**config.mk**
```make
export PLATFORM = sky130hd
export DESIGN_NAME = axil_uart_tx
export DESIGN_NICKNAME = d
export VERILOG_FILES = /design/src/rtl/axil_uart_tx.sv
export SDC_FILE = /design/constraint.sdc
export NUM_CORES = 1
export LEC_CHECK = 0
export ABC_AREA = 1
export CAP_MARGIN = 25
export CORE_UTILIZATION = 35
export DETAILED_ROUTE_END_ITERATION = 7
export HOLD_SLACK_MARGIN = 0.02
export PLACE_DENSITY = 0.63
export SYNTH_ARGS = -nofsm -noshare
export SYNTH_HDL_FRONTEND = slang
export SYNTH_SLANG_ARGS = --single-unit
```
**constraint.sdc**
```tcl
create_clock -name aclk -period 4.5 [get_ports aclk]
set_input_delay 1.35 -clock aclk [delete_from_list [all_inputs] [get_ports aclk]]
set_output_delay 1.35 -clock aclk [all_outputs]
set_load 0.03 [all_outputs]
```
**src/rtl/axil_uart_tx.sv**
```systemverilog
// AXI4-Lite console UART transmitter: TX FIFO, 8N1 serialiser, status and baud-divider registers.
// Optional build macro AXIL_UART_TX_IRQ_EN adds CTRL.irq_enable and the tx_irq output.
module axil_uart_tx #(
   parameter int FIFO_DEPTH     = 16,
   parameter int BAUD_DIV_RESET = 868,
   parameter int ADDR_LSB_WIDTH = 4
) (
   input  logic        aclk,
   input  logic        aresetn,
   input  logic [31:0] AXI_awaddr,
   input  logic [2:0]  AXI_awprot,
   input  logic        AXI_awvalid,
   output logic        AXI_awready,
   input  logic [31:0] AXI_wdata,
   input  logic [3:0]  AXI_wstrb,
   input  logic        AXI_wvalid,
   output logic        AXI_wready,
   output logic [1:0]  AXI_bresp,
   output logic        AXI_bvalid,
   input  logic        AXI_bready,
   input  logic [31:0] AXI_araddr,
   input  logic [2:0]  AXI_arprot,
   input  logic        AXI_arvalid,
   output logic        AXI_arready,
   output logic [31:0] AXI_rdata,
   output logic [1:0]  AXI_rresp,
   output logic        AXI_rvalid,
   input  logic        AXI_rready,
   output logic        uart_txd
`ifdef AXIL_UART_TX_IRQ_EN
   ,
   output logic        tx_irq
`endif
);

   localparam int PW = (FIFO_DEPTH > 1) ? $clog2(FIFO_DEPTH) : 1;
   localparam int CW = PW + 1;
   localparam int AW = ADDR_LSB_WIDTH;

   localparam logic [1:0] S_IDLE  = 2'd0;
   localparam logic [1:0] S_START = 2'd1;
   localparam logic [1:0] S_DATA  = 2'd2;
   localparam logic [1:0] S_STOP  = 2'd3;

   localparam logic [1:0] RESP_OKAY   = 2'b00;
   localparam logic [1:0] RESP_SLVERR = 2'b10;
   localparam logic [1:0] RESP_DECERR = 2'b11;

   localparam logic [AW-1:0] OFF_TXDATA = AW'(4'h0);
   localparam logic [AW-1:0] OFF_STATUS = AW'(4'h4);
   localparam logic [AW-1:0] OFF_BAUD   = AW'(4'h8);
   localparam logic [AW-1:0] OFF_CTRL   = AW'(4'hC);

   logic          r_awready, r_bvalid, r_arready, r_rvalid, r_txd, r_irq_en, r_tx_irq;
   logic [1:0]    r_bresp, r_rresp, r_state;
   logic [31:0]   r_rdata;
   logic [7:0]    r_mem [FIFO_DEPTH];
   logic [PW-1:0] r_wptr, r_rptr;
   logic [CW-1:0] r_count;
   logic [15:0]   r_baud, r_cnt;
   logic [2:0]    r_bit_idx;
   logic [7:0]    r_shift;

   logic [AW-1:0] w_awoff, w_aroff;
   logic          w_wr_hs, w_rd_hs, w_full, w_empty, w_push, w_pop, w_bit_end, w_txdata_wr;
   logic [15:0]   w_period, w_reload;
   logic [7:0]    w_head, w_cnt8;
   logic [31:0]   w_status, w_rdata;
   logic [1:0]    w_bresp, w_rresp;
   logic          w_unused;

   assign w_unused = ^{AXI_awprot, AXI_arprot, AXI_awaddr[31:AW], AXI_araddr[31:AW],
                       AXI_wdata[31:16], AXI_wstrb[3:2]};

   assign w_awoff     = AXI_awaddr[AW-1:0];
   assign w_aroff     = AXI_araddr[AW-1:0];
   assign w_wr_hs     = r_awready && AXI_awvalid && AXI_wvalid;
   assign w_rd_hs     = r_arready && AXI_arvalid;
   assign w_full      = (r_count == CW'(FIFO_DEPTH));
   assign w_empty     = (r_count == '0);
   assign w_txdata_wr = w_wr_hs && (w_awoff == OFF_TXDATA) && AXI_wstrb[0];
   // Full is judged on the registered count, so a same-cycle pop never rescues a push.
   assign w_push      = w_txdata_wr && !w_full;
   assign w_bit_end   = (r_cnt == 16'd0);
   assign w_pop       = !w_empty && ((r_state == S_IDLE) || ((r_state == S_STOP) && w_bit_end));
   assign w_period    = (r_baud < 16'd2) ? 16'd2 : r_baud;
   assign w_reload    = w_period - 16'd1;
   assign w_head      = r_mem[r_rptr];
   assign w_cnt8      = 8'(r_count);
   assign w_status    = {16'h0000, w_cnt8, 5'b00000, (r_state != S_IDLE), w_empty, w_full};

   assign AXI_awready = r_awready;
   assign AXI_wready  = r_awready;
   assign AXI_bvalid  = r_bvalid;
   assign AXI_bresp   = r_bresp;
   assign AXI_arready = r_arready;
   assign AXI_rvalid  = r_rvalid;
   assign AXI_rdata   = r_rdata;
   assign AXI_rresp   = r_rresp;
   assign uart_txd    = r_txd;
`ifdef AXIL_UART_TX_IRQ_EN
   assign tx_irq      = r_tx_irq;
`endif

   always_comb begin
      w_bresp = RESP_OKAY;
      if (w_txdata_wr && w_full)
         w_bresp = RESP_SLVERR;
      else if ((w_awoff != OFF_TXDATA) && (w_awoff != OFF_STATUS) &&
               (w_awoff != OFF_BAUD) && (w_awoff != OFF_CTRL))
         w_bresp = RESP_DECERR;
   end

   always_comb begin
      w_rdata = 32'h0;
      w_rresp = RESP_OKAY;
      case (w_aroff)
         OFF_TXDATA: w_rdata = 32'h0;
         OFF_STATUS: w_rdata = w_status;
         OFF_BAUD:   w_rdata = {16'h0000, r_baud};
`ifdef AXIL_UART_TX_IRQ_EN
         OFF_CTRL:   w_rdata = {31'h0, r_irq_en};
`else
         OFF_CTRL:   w_rdata = 32'h0;
`endif
         default:    w_rresp = RESP_DECERR;
      endcase
   end

   always_ff @(posedge aclk or negedge aresetn) begin
      if (!aresetn) begin
         r_awready <= 1'b0;
         r_bvalid  <= 1'b0;
         r_bresp   <= RESP_OKAY;
         r_arready <= 1'b0;
         r_rvalid  <= 1'b0;
         r_rresp   <= RESP_OKAY;
         r_rdata   <= 32'h0;
         r_baud    <= 16'(BAUD_DIV_RESET);
         r_irq_en  <= 1'b0;
      end else begin
         r_awready <= !r_awready && AXI_awvalid && AXI_wvalid && !r_bvalid;
         r_arready <= !r_arready && AXI_arvalid && !r_rvalid;
         if (w_wr_hs) begin
            r_bvalid <= 1'b1;
            r_bresp  <= w_bresp;
         end else if (AXI_bready) begin
            r_bvalid <= 1'b0;
         end
         if (w_rd_hs) begin
            r_rvalid <= 1'b1;
            r_rdata  <= w_rdata;
            r_rresp  <= w_rresp;
         end else if (AXI_rready) begin
            r_rvalid <= 1'b0;
         end
         if (w_wr_hs && (w_awoff == OFF_BAUD)) begin
            if (AXI_wstrb[0]) r_baud[7:0]  <= AXI_wdata[7:0];
            if (AXI_wstrb[1]) r_baud[15:8] <= AXI_wdata[15:8];
         end
`ifdef AXIL_UART_TX_IRQ_EN
         if (w_wr_hs && (w_awoff == OFF_CTRL) && AXI_wstrb[0])
            r_irq_en <= AXI_wdata[0];
`endif
      end
   end

   always_ff @(posedge aclk) begin
      if (w_push) r_mem[r_wptr] <= AXI_wdata[7:0];
   end

   always_ff @(posedge aclk or negedge aresetn) begin
      if (!aresetn) begin
         r_wptr  <= '0;
         r_rptr  <= '0;
         r_count <= '0;
      end else begin
         if (w_push) r_wptr <= r_wptr + PW'(1);
         if (w_pop)  r_rptr <= r_rptr + PW'(1);
         r_count <= r_count + CW'(w_push) - CW'(w_pop);
      end
   end

   // Serialiser: the bit counter reloads from BAUD_DIV at every bit boundary.
   always_ff @(posedge aclk or negedge aresetn) begin
      if (!aresetn) begin
         r_state   <= S_IDLE;
         r_cnt     <= 16'd0;
         r_bit_idx <= 3'd0;
         r_shift   <= 8'h00;
         r_txd     <= 1'b1;
         r_tx_irq  <= 1'b0;
      end else begin
         r_txd    <= (r_state == S_START) ? 1'b0 : (r_state == S_DATA) ? r_shift[0] : 1'b1;
         r_tx_irq <= w_push ? 1'b0 : (r_irq_en && w_empty && (r_state == S_IDLE));
         case (r_state)
            S_IDLE: begin
               if (w_pop) begin
                  r_shift <= w_head;
                  r_cnt   <= w_reload;
                  r_state <= S_START;
               end
            end
            S_START: begin
               if (w_bit_end) begin
                  r_cnt     <= w_reload;
                  r_bit_idx <= 3'd0;
                  r_state   <= S_DATA;
               end else begin
                  r_cnt <= r_cnt - 16'd1;
               end
            end
            S_DATA: begin
               if (w_bit_end) begin
                  r_cnt   <= w_reload;
                  r_shift <= r_shift >> 1;
                  if (r_bit_idx == 3'd7) r_state <= S_STOP;
                  else                   r_bit_idx <= r_bit_idx + 3'd1;
               end else begin
                  r_cnt <= r_cnt - 16'd1;
               end
            end
            default: begin
               if (w_bit_end) begin
                  // A queued byte starts its start bit straight after this stop bit.
                  if (w_pop) begin
                     r_shift <= w_head;
                     r_cnt   <= w_reload;
                     r_state <= S_START;
                  end else begin
                     r_state <= S_IDLE;
                  end
               end else begin
                  r_cnt <= r_cnt - 16'd1;
               end
            end
         endcase
      end
   end

endmodule

```
==> run_1/cell_classes.png <==
(1.5 px per µm)
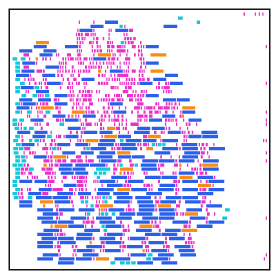
legend:
  magenta:
    class: all other logic
    cells: 798
  orange:
    class: clock drivers and dummy loads
    cells: 40
  blue:
    class: flip-flops
    cells: 210
  cyan:
    class: other buffers and delay cells
    cells: 86
register share of the cell area: 49.4%
post-route cell area: 11,900 µm²
row count: 62
total core area: 28,700 µm²

==> run_1/port_nets.png <==
(3 px per µm)
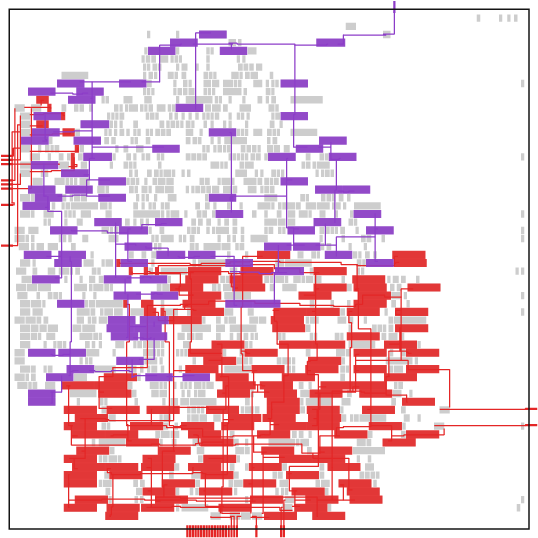
legend:
  red:
    port: `AXI_wdata`
    bits: 32
    direction: input
    end_cells: 144
    buffers: 16
    wire: 2,400 µm
  purple:
    port: `aresetn`
    bits: 1
    direction: input
    end_cells: 82
    buffers: 3
    wire: 880 µm
port buffer count: 58
io pins: 155

==> run_1/registers.png <==
(1.5 px per µm) Other sequential cells in the stronger gray, the rest of the logic in the fainter gray.
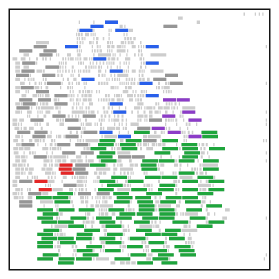
legend:
  green:
    netlist_name: `r_mem`
    flops: 128
  red:
    netlist_name: `r_count`
    flops: 5
  blue:
    netlist_name: `r_cnt`
    flops: 16
    where: top middle
  purple:
    netlist_name: `r_shift`
    flops: 8
register area: 5900 µm²
Seq. pwr: 0.00213 W

==> CHANGELOG.md, run 1 <==
### Physical design

* R2r endpoint: r_count[4]$_DFF_PN0_
* Worst R2R Start: r_state[0]$_DFFE_PN0P_
* Post-cts resize count at 0
* Clock buffer count from CTS at 22
* Comb pwr share at 8.1%
* Top Consumer: sequential cells
* ANT cells at 0
* DP Cell Count at 1,477
* Area leader, netlist: edfxtp_1
* Root Driver: clkbuf_16
* Mux share at 0.552%
* Adders+Majority by Area at 2.65%
* Via count at 7,625
* Reg2Reg Setup Slack at 1.28 ns
* Setup ws final at 1.14 ns
* Yosys simple share at 17.5%
* Critical Path Sink Type: flip-flop
* Max Used Layer: met4
* Max-slew violations at 0
* Worst hold slack at 0.458 ns
* Fill count at 2,808
* Hold Fails Final Rpt at 0
* Clk_lat worst skew at 0.51 ns
* Worst EP arrival at 3.80 ns
* P per Cell Area at 363 nW/µm²
* Fin crit share at 74.6%
* Origin of the worst setup path: AXI_awaddr[1]
* Worst setup path end: r_count[4]$_DFF_PN0_
* Die ar. at 29,800 µm²
* Routed wire length at 24,900 µm
* Data required, critical path at 4.94 ns
* Run status: completed
* H-Tree Depth at 1
* Internal Pwr Total at 0.00332 W
* Top cell excl fill/tap: nand2_1
* Count leader, synth: nand2_1
* Sink Count at 210
* Tool warnings at 114
* Area leader share at 37.7%
* DR WL/cell at 16.4 µm
* Well Taps at 384
* Synth Warn # at 0
* Non-Clock Buffer Count at 86
* Registers at 210
* Register bit total from synthesis at 210
* Remaining DRCs at 0
* Fmax at 298 MHz
* XOR Share, Synth at 2.23%
* Dpl hpwl at 16,200 µm
* Initial antenna violation count at 0
* Switching Fraction at 23.4%
* Synth Flop Type: edfxtp_1
* Metal2 WL at 11,400 µm
* Top cell category: sequential cells
* Worst-path clk slew at 0.06 ns
* Biggest register: r_mem
* Max Clock Skew at 0.0179 ns
* Worst slew margin at 43.8%
* Layout cells sized above 1 at 8.11%
* Crit path max fanout at 3
* Crit start category: input pin
* Post-synth ARST share at 39.0%
* Non-clk buf share at 6.77%
* Worst hold-check path type: reg -> reg
* Most frequent cells in the layout: nand2_1 (189), nor2_1 (143), edfxtp_1 (128), o21ai_0 (120), inv_1 (79)
* Post-placement setup slack at 0.605 ns
* Total gr overflow at 0
* GR Util met3 at 2.66%
* 1st-iter DRT viols at 528
* Peak supply drop at 271 µV
* Synthesis area per yosys at 10,200 µm²
* Setup_tns at 0 ns
* Crit-path max cell delay at 0.40 ns
* Max_cap viols at 0
* Tot Pwr at 0.00433 W
* CTS Buffer Depth at 3
* Crit-path cells: clkdlybuf4s50_1, or2_2, nor2_1, nand3_1, ha_1, inv_1, ha_1, inv_1, fa_1, o21ai_0, xor2_1
* HP Start: AXI_arready$_DFF_PN0_
* Final Non-Filler Cells at 1,518
* DRT Pass-1 Iters at 4
* CTS tree: built
* Sequential Power Share at 49.3%
* Cell Area, Synth at 10,200 µm²
* Synthesized area per cell at 9.67 µm²
* Worst Hold Path Cells at 1
* Largest net degree at the start of global routing at 67
* Cell count listed in synth_stat.txt at 1,055
* Final #Nets at 1,252
* Area grow syn2layout at 17.0%
* Aoi share at 12.8%
* Combinational logic power at 0.000349 W
* Power share of the clock group at 42.7%
* Clock buffer cells at 26
* CP Depth at 11
* Unrepaired setup endpoints after global routing: no
* Post-layout util at 41.6%
* Post-synth top cells: nand2_1 (189), nor2_1 (143), edfxtp_1 (128), o21ai_0 (120), inv_1 (80)
* Vias in the first global route at 7,425
* Synth area leaders: edfxtp_1 (38%), dfrtp_1 (19%), nand2_1 (7.0%)
* Die height at 173 µm
* Vias per cell at 5.02
* Met2 usage at 27.2%
* Total track usage at 16.7%
* CTS Hold Bufs at 0
* Worst path slowest cell: fa_1
* #MultiIn Comb at 714
* Gr busiest metal: met2
* First-pass GRT wire length at 40,000 µm
* Inverters at 84
* Die Wd at 173 µm
* Max reg flops at 128
* Leakage power at 4.70 nW
* Combinational share of cell area at 31.0%
* Final ANT Viol Nets at 0
==> run 2: changes to the inputs <==
--- a/config.mk
+++ b/config.mk
@@ -10,7 +10,7 @@
 export CORE_UTILIZATION = 35
 export DETAILED_ROUTE_END_ITERATION = 7
 export HOLD_SLACK_MARGIN = 0.02
-export PLACE_DENSITY = 0.63
+export PLACE_DENSITY = 0.65
 export SYNTH_ARGS = -nofsm -noshare
 export SYNTH_HDL_FRONTEND = slang
 export SYNTH_SLANG_ARGS = --single-unit
==> constraint.sdc (replaced) <==
create_clock -name aclk -period 2.85 [get_ports aclk]
set_input_delay 0.855 -clock aclk [delete_from_list [all_inputs] [get_ports aclk]]
set_output_delay 0.855 -clock aclk [all_outputs]
set_load 0.03 [all_outputs]
==> run_2/registers.png <==
(1.5 px per µm) Other sequential cells in the stronger gray, the rest of the logic in the fainter gray.
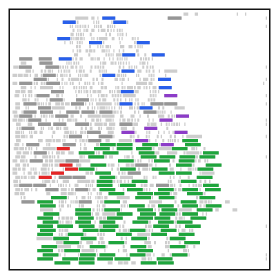
legend:
  purple:
    netlist_name: `r_shift`
    flops: 8
    where: middle
  blue:
    netlist_name: `r_cnt`
    flops: 16
    where: top middle
  green:
    netlist_name: `r_mem`
    flops: 128
  red:
    netlist_name: `r_count`
    flops: 5
    where: left middle
not colored: 53

==> run_2/clock_map.png <==
(1.5 px per µm)
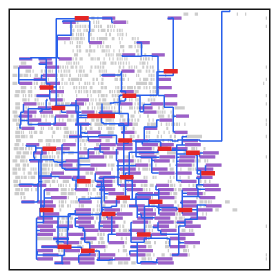
legend:
  purple:
    item: flip-flops
    count: 210
  blue:
    item: clock wires
    length: 2,680 µm
  red:
    item: cells driving clock nets
    count: 22
routed clock nets: 23

==> run 2 against run 1 <==
Against the previous run: sequential share of layout area fell by 0.87 points; die area did not move; sequential power rose by 58%; worst hold slack got worse by 0.17 ns.
==> CHANGELOG.md, run 2 <==
### Physical design

* Tot Pwr at 0.00683 W (+58%)
* Routed wire length at 24,800 µm (-0.18%)
* Critical Path Sink Type: flip-flop
* Register bit total from synthesis at 210 (unchanged)
* Worst path slowest cell: fa_1
* Metal2 WL at 11,300 µm (-0.97%)
* Via count at 7,792 (+2.2%)
* Initial antenna violation count at 0 (unchanged)
* CTS Hold Bufs at 0 (unchanged)
* Crit path kind: reg -> reg
* Clock network area share at 6.05%
* Origin of the worst setup path: r_cnt[0]$_DFF_PN0_
* Remaining DRCs at 0 (unchanged)
* Top cell excl fill/tap: nand2_1
* Post-CTS setup buffers at 0
* Largest net degree at the start of global routing at 67 (unchanged)
* Tool warnings at 114 (unchanged)
* Biggest register: r_mem
* Data required, critical path at 3.30 ns (-1.64 ns)
* ANT cells at 0 (unchanged)
* Unique cell types at 45
* CP Depth at 13 (+2)
* Setup ws final at 0.198 ns (-0.944 ns)
* Die ar. at 29,800 µm² (unchanged)
* Aoi share at 12.8% (unchanged)
* Comb pwr share at 8.2% (about the same)
* Area leader, netlist: edfxtp_1
* Die height at 173 µm (unchanged)
* Gr busiest metal: met2
* Synthesized area per cell at 9.67 µm² (unchanged)
* #MultiIn Comb at 714 (unchanged)
* Cell count listed in synth_stat.txt at 1,055 (unchanged)
* Vias per cell at 5.05 (+0.60%)
* Final ANT Viol Nets at 0 (unchanged)
* Crit-path cells: inv_1, ha_1, nand4_4, nor2_4, nand3_4, a21oi_4, ha_1, inv_1, ha_1, inv_1, fa_1, o21ai_1, xor2_1
* Post-synth top cells: nand2_1 (189), nor2_1 (143), edfxtp_1 (128), o21ai_0 (120), inv_1 (80)
* Final setup fails at 0
* Synth Flop Type: edfxtp_1
* Port buffer count at 58 (unchanged)
* Power share of the clock group at 42.4% (-0.3 points)
* Fill count at 2,749 (-2.1%)
* Fmax at 377 MHz
* Register share of the cell area at 48.6% (-0.87 points)
* P per Cell Area at 562 nW/µm² (+55%)
* Leakage power at 4.83 nW (+2.7%)
* Worst slew margin at 52.4% (+8.6 points)
* DRT Pass-1 Iters at 5 (+1)
* Worst setup path end: r_count[4]$_DFF_PN0_
* Setup_tns at 0 ns (unchanged)
* Run status: completed
* Total gr overflow at 0 (unchanged)
* Count leader, synth: nand2_1
* Fin crit period at 2.65 ns
* Fin crit share at 93.0%
* Io pins at 155 (unchanged)
* Peak supply drop at 395 µV (+46%)
* Top Consumer: sequential cells
* Comb area at 3710 µm²
* Worst R2R Start: r_cnt[0]$_DFF_PN0_
* Worst EP arrival at 3.10 ns (-0.70 ns)
* Synth logic family: simple AND/OR/NAND/NOR gates
* First-pass GRT wire length at 40,900 µm (+2.3%)
* Yosys simple share at 17.5% (unchanged)
* CTS Buffer Depth at 3 (unchanged)
* Reg2Reg Setup Slack at 0.20 ns (-1.08 ns)
* Worst-path clk slew at 0.07 ns (about the same)
* 1st-iter DRT viols at 674 (+28%)
* Clock buffer cells at 28 (+7.7%)
* XOR Share, Synth at 2.23% (unchanged)
* Max-slew violations at 0 (unchanged)
* Top cell category: sequential cells
* Well Taps at 384 (unchanged)
* Psw at 0.00161 W
* Area after DPL at 11,400 µm²
* Sequential Power Share at 49.3% (about the same)
* CTS tree: built
* Area grow syn2layout at 19.1%
* Synthesis area per yosys at 10,200 µm² (unchanged)
* Worst hold-check path type: in -> async
* Clk_lat worst skew at 0.52 ns (about the same)
* Post-placement setup slack at -0.379 ns (-0.985 ns)
* Post-cts resize count at 0 (unchanged)
* Crit-path max cell delay at 0.39 ns (about the same)
* Power Clock at 0.00290 W
* Die Wd at 173 µm (unchanged)
* Cell Area, Synth at 10,200 µm² (unchanged)
* Combinational logic power at 0.000563 W (+61%)
* Post-layout util at 42.3% (+0.74 points)
* DP Cell Count at 1,502 (+1.7%)
* Internal Pwr Total at 0.00521 W (+57%)
* Adders+Majority by Area at 2.65% (unchanged)
* Post-synth ARST share at 39.0% (unchanged)
* Max_cap viols at 0 (unchanged)
* Vias in the first global route at 7,692 (+3.6%)
* Row count at 62 (unchanged)
* Worst hold slack at 0.291 ns (-0.167 ns)
* Synth Warn # at 0 (unchanged)
* Total track usage at 17.0% (+0.27 points)
* Max Used Layer: met4
* Switching Fraction at 23.6% (+0.27 points)
* Met1 WL at 11,300 µm
* Register area at 5900 µm² (unchanged)
* Root Driver: clkbuf_16
* Inverters at 84 (unchanged)
* Dpl hpwl at 16,500 µm (+1.8%)
* Final Non-Filler Cells at 1,542 (+1.6%)
* R2r endpoint: r_count[4]$_DFF_PN0_
* Crit start category: flip-flop
* Most frequent cells in the layout: nand2_1 (188), nor2_1 (142), edfxtp_1 (128), o21ai_0 (118), inv_1 (79)
* Final #Nets at 1,276 (+1.9%)
* Non-clk buf share at 8.28% (+1.5 points)
* Area leader share at 37.7% (unchanged)
* Seq. pwr at 0.00337 W (+58%)
* Non-Clock Buffer Count at 110 (+28%)
* Registers at 210 (unchanged)
* Combinational share of cell area at 30.5% (-0.44 points)
* Mux share at 0.552% (unchanged)
* Post-route cell area at 12,200 µm² (+1.8%)
* Layout cells sized above 1 at 10.2% (+2.1 points)
* Total core area at 28,700 µm² (unchanged)
* Max reg flops at 128 (unchanged)
* Clock buffer count from CTS at 22 (unchanged)
* Starting Density at 35.5%
* Sink Count at 210 (unchanged)
* Synth area leaders: edfxtp_1 (38%), dfrtp_1 (19%), nand2_1 (7.0%)
* Crit path max fanout at 4 (+1)
* Max Clock Skew at 0.0220 ns (+0.00410 ns)
* Hold Fails Final Rpt at 0 (unchanged)
* Met2 usage at 27.4% (+0.25 points)
* H-Tree Depth at 1 (unchanged)
* Met3 wire len at 1610 µm
* DR WL/cell at 16.1 µm (-1.7%)
* GR Util met3 at 2.70% (+0.044 points)
==> run 3: changes to the inputs <==
--- a/config.mk
+++ b/config.mk
@@ -8,9 +8,10 @@
 export ABC_AREA = 1
 export CAP_MARGIN = 25
 export CORE_UTILIZATION = 35
+export CTS_CLUSTER_DIAMETER = 80
 export DETAILED_ROUTE_END_ITERATION = 7
 export HOLD_SLACK_MARGIN = 0.02
-export PLACE_DENSITY = 0.65
+export PLACE_DENSITY = 0.63
 export SYNTH_ARGS = -nofsm -noshare
 export SYNTH_HDL_FRONTEND = slang
 export SYNTH_SLANG_ARGS = --single-unit
==> constraint.sdc (replaced) <==
create_clock -name aclk -period 2.55 [get_ports aclk]
set_input_delay 0.765 -clock aclk [delete_from_list [all_inputs] [get_ports aclk]]
set_output_delay 0.765 -clock aclk [all_outputs]
set_load 0.03 [all_outputs]
==> run_3/registers.png <==
(1.5 px per µm) Other sequential cells in the stronger gray, the rest of the logic in the fainter gray.
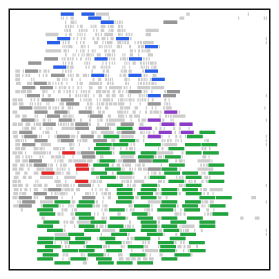
legend:
  purple:
    netlist_name: `r_shift`
    flops: 8
    where: middle
  blue:
    netlist_name: `r_cnt`
    flops: 16
  green:
    netlist_name: `r_mem`
    flops: 128
  red:
    netlist_name: `r_count`
    flops: 5
    where: left middle
not colored: 53

==> run_3/final_placement.png <==
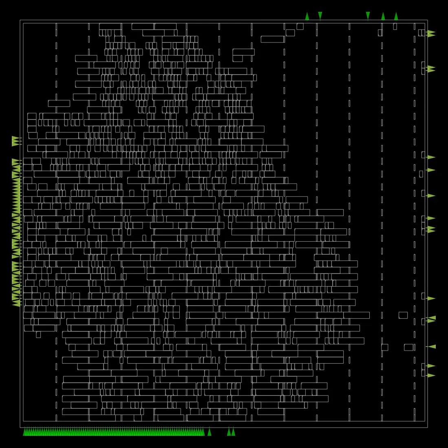
fill count: 2,757
post-layout util: 43.5%

==> run 3 against run 2 <==
Against the previous run: via count rose by 0.54%; highest routed layer unchanged; critical endpoint is now uart_txd; sequential cell count did not move; count of clock-buffer cells in the layout rose by 1.
==> CHANGELOG.md, run 3 <==
### Physical design

* Run status: completed
* Vias in the first global route at 7,831 (+1.8%)
* Worst setup path end: uart_txd
* H-Tree Depth at 1 (unchanged)
* Via count at 7,834 (+0.54%)
* Setup ws final at 0.0962 ns (-0.102 ns)
* Sequential Power Share at 47.4% (-1.9 points)
* Met1 Use GR at 23.8%
* Initial antenna violation count at 0 (unchanged)
* Most frequent cells in the layout: nand2_1 (187), nor2_1 (134), edfxtp_1 (128), o21ai_0 (117), buf_4 (77)
* Synth logic family: simple AND/OR/NAND/NOR gates
* Data required, critical path at 1.79 ns (-1.51 ns)
* Total track usage at 17.4% (+0.41 points)
* Psw at 0.00191 W (+18%)
* Gr busiest metal: met2
* Top cell excl fill/tap: nand2_1
* Comb pwr share at 8.4% (+0.2 points)
* Die ar. at 29,800 µm² (unchanged)
* Crit path max-delay family: buffers and inverters
* Count leader, synth: nand2_1
* Post-CTS setup buffers at 0 (unchanged)
* CTS tree: built
* Post-cts resize count at 0 (unchanged)
* Root Driver: clkbuf_16
* Adders+Majority by Area at 2.65% (unchanged)
* Row count at 62 (unchanged)
* Synth area leaders: edfxtp_1 (38%), dfrtp_1 (19%), nand2_1 (7.0%)
* CTS Buffer Depth at 3 (unchanged)
* Worst hold slack at 0.201 ns (-0.0899 ns)
* Final ANT Viol Nets at 0 (unchanged)
* Dpl hpwl at 17,200 µm (+4.3%)
* Total gr overflow at 0 (unchanged)
* Die height at 173 µm (unchanged)
* Seq. pwr at 0.00377 W (+12%)
* Met3 wire len at 1580 µm (-1.9%)
* Clock buffer count from CTS at 24 (+9.1%)
* Non-Clock Buffer Count at 137 (+25%)
* Met2 usage at 28.5% (+1.1 points)
* DP Cell Count at 1,523 (+1.4%)
* Met1 WL at 11,500 µm (+2.1%)
* First-pass GRT wire length at 41,700 µm (+1.9%)
* Clk_lat worst skew at 0.54 ns (+0.02 ns)
* Power share of the clock group at 44.2% (+1.8 points)
* Worst hold-check path type: in -> async
* Metal2 WL at 11,700 µm (+3.2%)
* Register share of the cell area at 47.2% (-1.3 points)
* Post-synth ARST share at 39.0% (unchanged)
* Area grow syn2layout at 22.5%
* Switching Fraction at 24.0% (+0.40 points)
* Leakage power at 4.98 nW (+3.2%)
* XOR Share, Synth at 2.23% (unchanged)
* Post-route cell area at 12,500 µm² (+2.8%)
* Final Non-Filler Cells at 1,573 (+2.0%)
* Combinational logic power at 0.000669 W (+19%)
* Yosys simple share at 17.5% (unchanged)
* Clock buffer cells at 29 (+3.6%)
* Internal Pwr Total at 0.00604 W (+16%)
* Top cell category: sequential cells
* Final #Nets at 1,305 (+2.3%)
* Hold Fails Final Rpt at 0 (unchanged)
* Max reg flops at 128 (unchanged)
* Area after DPL at 11,600 µm² (+1.7%)
* Vias per cell at 4.98 (-1.4%)
* Final setup fails at 0 (unchanged)
* Worst path slowest cell: clkdlybuf4s50_1
* Port buffer count at 58 (unchanged)
* #MultiIn Comb at 714 (unchanged)
* Synthesized area per cell at 9.67 µm² (unchanged)
* 1st-iter DRT viols at 606 (-10%)
* Fin crit period at 2.45 ns
* Crit start category: flip-flop
* Peak supply drop at 515 µV (+30%)
* Worst R2R Start: r_cnt[0]$_DFF_PN0_
* CP Depth at 1 (-12)
* Crit path max fanout at 1 (-3)
* Remaining DRCs at 0 (unchanged)
* Setup_tns at 0 ns (unchanged)
* Cell count listed in synth_stat.txt at 1,055 (unchanged)
* DR WL/cell at 16.1 µm (about the same)
* Worst-path clk slew at 0.06 ns (about the same)
* CTS Hold Bufs at 0 (unchanged)
* Comb area at 3770 µm² (+1.7%)
* Io pins at 155 (unchanged)
* Register bit total from synthesis at 210 (unchanged)
* Biggest register: r_mem
* Crit-path cells: clkdlybuf4s50_1
* Sink Count at 210 (unchanged)
* P per Cell Area at 636 nW/µm² (+13%)
* Post-placement setup slack at -0.431 ns (-0.0517 ns)
* Routed wire length at 25,300 µm (+2.1%)
* Synthesis area per yosys at 10,200 µm² (unchanged)
* Combinational share of cell area at 30.2% (-0.35 points)
* Well Taps at 384 (unchanged)
* Tool warnings at 114 (unchanged)
* Crit path kind: reg -> out
* Aoi share at 12.8% (unchanged)
* R2r endpoint: r_count[4]$_DFF_PN0_
* Unique cell types at 45 (unchanged)
* Area leader share at 37.7% (unchanged)
* Starting Density at 35.5% (unchanged)
* ANT cells at 0 (unchanged)
* Origin of the worst setup path: uart_txd$_DFF_PN1_
* Clock network area share at 6.52% (+0.46 points)
* Post-synth top cells: nand2_1 (189), nor2_1 (143), edfxtp_1 (128), o21ai_0 (120), inv_1 (80)
* Registers at 210 (unchanged)
* GR Util met3 at 2.66% (-0.044 points)
* Total core area at 28,700 µm² (unchanged)
* Non-clk buf share at 9.67% (+1.4 points)
* Tot Pwr at 0.00794 W (+16%)
* Inverters at 84 (unchanged)
* Fin crit share at 96.2%
* Power Clock at 0.00351 W (+21%)
* Register area at 5900 µm² (unchanged)
* Area leader, netlist: edfxtp_1
* Max Used Layer: met4
* Top Consumer: sequential cells
* Synth Warn # at 0 (unchanged)
* Reg2Reg Setup Slack at 0.11 ns (-0.09 ns)
* Worst EP arrival at 1.69 ns (-1.41 ns)
* Cell Area, Synth at 10,200 µm² (unchanged)
* Synth Flop Type: edfxtp_1
* Critical Path Sink Type: output port
* Fmax at 408 MHz
* Max_cap viols at 0 (unchanged)
* Max Clock Skew at 0.0247 ns (+0.00274 ns)
* Mux share at 0.552% (unchanged)
* Reg2Reg Depth at 13
* Worst slew margin at 53.3% (+0.84 points)
* Synthesized netlist cell count at 1,055
* Max-slew violations at 0 (unchanged)
* Die Wd at 173 µm (unchanged)
* Layout cells sized above 1 at 13.9% (+3.7 points)
* Largest net degree at the start of global routing at 57 (-15%)
* Crit-path max cell delay at 0.66 ns (+0.27 ns)
* DRT Pass-1 Iters at 5 (unchanged)
No activity file was given, so power comes from the tool's default toggle rates.
